$ cat config.mk
export PLATFORM = sky130hd
export DESIGN_NAME = tap_capture_fifo
export DESIGN_NICKNAME = d
export VERILOG_FILES = /design/src/rtl/tap_capture_fifo_pkg.sv /design/src/rtl/tap_capture_fifo_core.sv /design/src/rtl/tap_capture_fifo.sv
export SDC_FILE = /design/constraint.sdc
export NUM_CORES = 1
export LEC_CHECK = 0
export CAP_MARGIN = 20
export CELL_PAD_IN_SITES_DETAIL_PLACEMENT = 1
export CELL_PAD_IN_SITES_GLOBAL_PLACEMENT = 2
export CORE_MARGIN = 3
export CORE_UTILIZATION = 41
export CTS_CLUSTER_DIAMETER = 40
export DETAILED_ROUTE_END_ITERATION = 10
export PLACE_DENSITY = 0.95
export SYNTH_ARGS = -nofsm -noshare
export SYNTH_HDL_FRONTEND = slang
export SYNTH_SLANG_ARGS = --single-unit
$ cat constraint.sdc
create_clock -name clk -period 3.7 [get_ports clk]
set_input_delay 0.925 -clock clk [delete_from_list [all_inputs] [get_ports clk]]
set_output_delay 0.925 -clock clk [all_outputs]
set_load 0.1 [all_outputs]
$ cat src/rtl/tap_capture_fifo_pkg.sv
// Shared definitions for the tap delay line and its capture FIFO.
// Sample width, tap depth and tap-index type must agree with the delay-line block.
package tap_capture_fifo_pkg;

  localparam int DATA_W     = 8;
  localparam int FIFO_DEPTH = 4;
  localparam int TAP_LAST   = 3;

  typedef logic [1:0] tap_idx_t;

  // A tap holds post-reset data once that many stages have been filled.
  function automatic logic tap_primed(input int fill, input int idx);
    return idx <= fill;
  endfunction

endpackage

$ cat src/rtl/tap_capture_fifo_core.sv
// First-word-fall-through FIFO: head word is visible on rd_data whenever count != 0.
// push/pop must already be qualified by the caller (no push when full without pop).
module tap_fifo_core #(
  parameter int WIDTH = 8,
  parameter int DEPTH = 4
) (
  input  logic                       clk,
  input  logic                       reset,
  input  logic                       push,
  input  logic                       pop,
  input  logic [WIDTH-1:0]           wr_data,
  output logic [WIDTH-1:0]           rd_data,
  output logic [$clog2(DEPTH):0]     count
);

  localparam int PTR_W = $clog2(DEPTH);
  localparam int CNT_W = PTR_W + 1;

  logic [WIDTH-1:0] r_mem [DEPTH];
  logic [PTR_W-1:0] r_wr_ptr;
  logic [PTR_W-1:0] r_rd_ptr;
  logic [CNT_W-1:0] r_count;

  // Storage is deliberately not reset so it maps onto plain RAM.
  always_ff @(posedge clk) begin
    if (push) begin
      r_mem[r_wr_ptr] <= wr_data;
    end
  end

  always_ff @(posedge clk) begin
    if (reset) begin
      r_wr_ptr <= '0;
      r_rd_ptr <= '0;
      r_count  <= '0;
    end else begin
      if (push) begin
        r_wr_ptr <= r_wr_ptr + PTR_W'(1);
      end
      if (pop) begin
        r_rd_ptr <= r_rd_ptr + PTR_W'(1);
      end
      case ({push, pop})
        2'b10:   r_count <= r_count + CNT_W'(1);
        2'b01:   r_count <= r_count - CNT_W'(1);
        default: r_count <= r_count;
      endcase
    end
  end

  assign rd_data = r_mem[r_rd_ptr];
  assign count   = r_count;

endmodule

$ cat src/rtl/tap_capture_fifo.sv
// Captures primed delay-line taps into a FWFT FIFO and offers them over valid/ready.
// Holds the stage fill counter, the push qualification and the sticky overflow flag.
module tap_capture_fifo
  import tap_capture_fifo_pkg::*;
#(
  parameter int WIDTH   = DATA_W,
  parameter int DEPTH   = FIFO_DEPTH,
  parameter int TAP_MAX = TAP_LAST
) (
  input  logic                   clk,
  input  logic                   reset,
  input  logic                   cap_en,
  input  tap_idx_t               sel,
  input  logic [WIDTH-1:0]       tap_q,
  output logic [WIDTH-1:0]       out_data,
  output logic                   out_valid,
  input  logic                   out_ready,
  output logic [$clog2(DEPTH):0] count,
  output logic                   overflow
);

  localparam int FILL_W = $clog2(TAP_MAX + 1);
  localparam int CNT_W  = $clog2(DEPTH) + 1;

  logic [FILL_W-1:0] r_fill;
  logic              r_overflow;
  logic              w_primed;
  logic              w_pop;
  logic              w_full;
  logic              w_push;
  logic              w_drop;
  logic [CNT_W-1:0]  w_count;

  assign w_primed = tap_primed(int'(r_fill), int'(sel));
  assign w_pop    = out_valid & out_ready;
  assign w_full   = (w_count == CNT_W'(DEPTH));
  // A pop in the same cycle frees the slot, so a full FIFO can still accept.
  assign w_push   = cap_en & w_primed & (~w_full | w_pop);
  assign w_drop   = cap_en & w_primed & w_full & ~w_pop;

  always_ff @(posedge clk) begin
    if (reset) begin
      r_fill     <= '0;
      r_overflow <= 1'b0;
    end else begin
      if (r_fill != FILL_W'(TAP_MAX)) begin
        r_fill <= r_fill + FILL_W'(1);
      end
      if (w_drop) begin
        r_overflow <= 1'b1;
      end
    end
  end

  tap_fifo_core #(
    .WIDTH (WIDTH),
    .DEPTH (DEPTH)
  ) u_core (
    .clk     (clk),
    .reset   (reset),
    .push    (w_push),
    .pop     (w_pop),
    .wr_data (tap_q),
    .rd_data (out_data),
    .count   (w_count)
  );

  assign count     = w_count;
  assign out_valid = (w_count != '0);
  assign overflow  = r_overflow;

endmodule

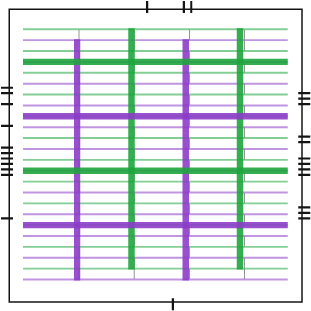
Fig. 1. Floorplan with the power grid (run 1).
(4 px per µm) Pins as bars on the die edge. Tap cells in grey.
green -> VDD
purple -> VSS
tap cells = 50
rows = 23
signal pins = 27
met1 rails = 24
Die Y: 72.8 µm
Die Wd: 72.8 µm
core area: 4140 µm²

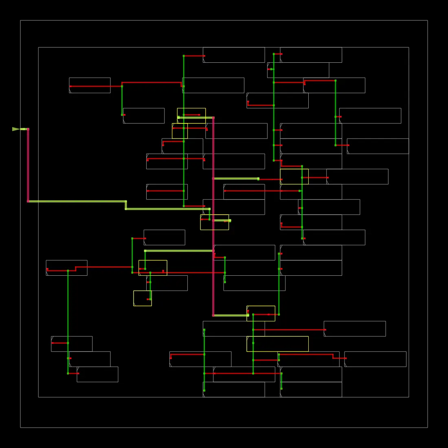
Fig. 2. Clock routing (run 1).
flip-flops: 44
clock sink count: 44
CTS buffer count: 5
clock-net power: 0.373 mW
clk_lat worst skew: 0.30 ns

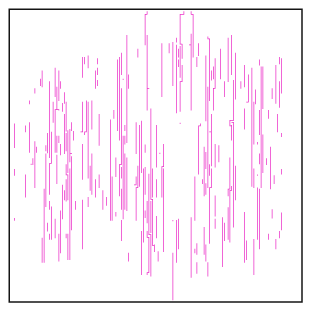
Fig. 3. Met2 routing (run 1).
(4 px per µm)
share of all routed wire = 49%
wire length on this layer = 1700 µm
DR vias: 1045
drt total wl: 3440 µm
met2 Use GR: 0.252

==> flow_summary.json, run 1 <==
{
  "drt_iter0_drc": 50,
  "r2r_setup_slack_ns": 1.23,
  "first_global_vias": 1113,
  "fin_area_um2": 2230,
  "crit_slowest_cell": "clkdlybuf4s50_1",
  "synth_xor_xnor_area_share": 0.0144,
  "worstSetupStartpointType": "input pin",
  "min-delay-start": "overflow",
  "grt-busiest-layer": "met2",
  "post_cts_buffers": 0,
  "mux_share": 0.122,
  "yosys-stat-area_um2": 1830,
  "cp_num_cells": 9,
  "relSlewSlack": 0.355,
  "grt_pass1_wl_um": 5690,
  "path_max_fanout": 4,
  "power_frac_comb": 0.457,
  "fin_nets": 166,
  "holdWs_ns": 0.488,
  "cts_tree": "built",
  "instances_no_fill": 195,
  "netlist_top_cells_count": "edfxtp_1 (32), dfxtp_1 (12), mux4_2 (8), nor2_1 (8), ha_1 (7)",
  "rows": 23,
  "status": "finished, final reports clean",
  "seqCellArea_um2": 1200,
  "clkPwrFrac": 0.194,
  "synth.area.top_cells": "edfxtp_1 (52%), dfxtp_1 (13%), mux4_2 (9.8%)",
  "fin_ws_ns": 0.625,
  "synthAoiAreaFrac": 0.0499,
  "finalCriticalPeriod_ns": 3.07,
  "wl_met2_um": 1700,
  "ios": 27,
  "power_density_nw_per_um2": 864
}
==> run 1 -> run 2 <==
CORE_UTILIZATION = 34   (was 41)
PLACE_DENSITY = 0.86   (was 0.95)
clock period = 2.7 ns   (was 3.7 ns; I/O delays follow)
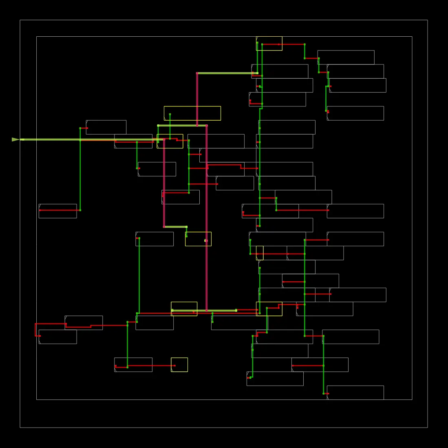
Fig. 4. Clock routing (run 2).
Worst Skew: 0.00279 ns
clock buffer count: 5
clk_lat worst skew: 0.29 ns
clock-net power: 0.496 mW

==> run 2 against run 1 <==
  * Final area is 11% higher
  * Cell count is 15% higher
  * First-iteration DRC count is 2.0% lower
  * Non-clock buffer count is 9 higher
  * Synthesized cell count stayed put
  * Sequential cell count stayed put
  * Total power is 48% higher
  * Core utilization is 5.9 points lower
  * Critical path depth stayed put
  * Synthesized area stayed put
  * Via count is 5.6% higher
  * Critical endpoint unchanged
  * Clock power is 33% higher
==> flow_summary.json, run 2 <==
{
  "die_x_um": 79.4,
  "wl_met2_um": 1690,
  "instances_no_fill": 224,
  "first_global_vias": 1197,
  "grt_pass1_wl_um": 5820,
  "rows": 26,
  "grt_use_met2": 0.207,
  "synth_xor_xnor_area_share": 0.0144,
  "yosys-stat-area_um2": 1830,
  "relSlewSlack": 0.631,
  "fin_area_um2": 2480,
  "r2r_setup_slack_ns": 0.58,
  "finalSetupTns_ns": 0,
  "power_density_nw_per_um2": 1150,
  "netlist_top_cells_count": "edfxtp_1 (32), dfxtp_1 (12), mux4_2 (8), nor2_1 (8), ha_1 (7)",
  "drt_iter0_drc": 49,
  "numCtsBuffers": 5,
  "p_total_mw": 2.85,
  "post_cts_buffers": 0,
  "ys_types": 30,
  "fin_ws_ns": 0.114,
  "rsz0062_at_grt": "false",
  "cp_num_cells": 9,
  "worstSetupStartpointType": "input pin",
  "setup_viol": 0,
  "seqCellArea_um2": 1200,
  "fp.dieH_um": 79.4,
  "ff_count": 44,
  "min-delay-start": "overflow",
  "grt-busiest-layer": "met2",
  "finalCriticalPeriod_ns": 2.59,
  "clkPwrFrac": 0.174,
  "holdWs_ns": 0.516,
  "ios": 27,
  "status": "finished, final reports clean",
  "slew_violations": 0,
  "numClockSinks": 44,
  "synth.area.top_cells": "edfxtp_1 (52%), dfxtp_1 (13%), mux4_2 (9.8%)",
  "crit_slowest_cell": "clkdlybuf4s50_1",
  "power_frac_comb": 0.503,
  "path_max_fanout": 2,
  "core_area_um2": 5170,
  "critical_path_buf_inv_count": 2,
  "fin_nets": 175,
  "synthAoiAreaFrac": 0.0499
}
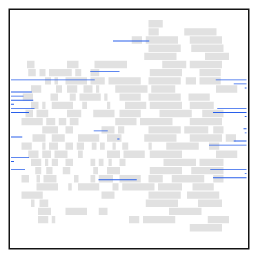
Fig. 5. Met3 routing (run 2).
(3 px per µm)
main direction = horizontal
nets with wire on the layer = 25
longest straight run = 27.6 µm
wire length on this layer = 186 µm
DR vias: 1104
met3 usage: 0.0395
drt total wl: 3390 µm

Power is estimated from default activity; no workload was simulated.
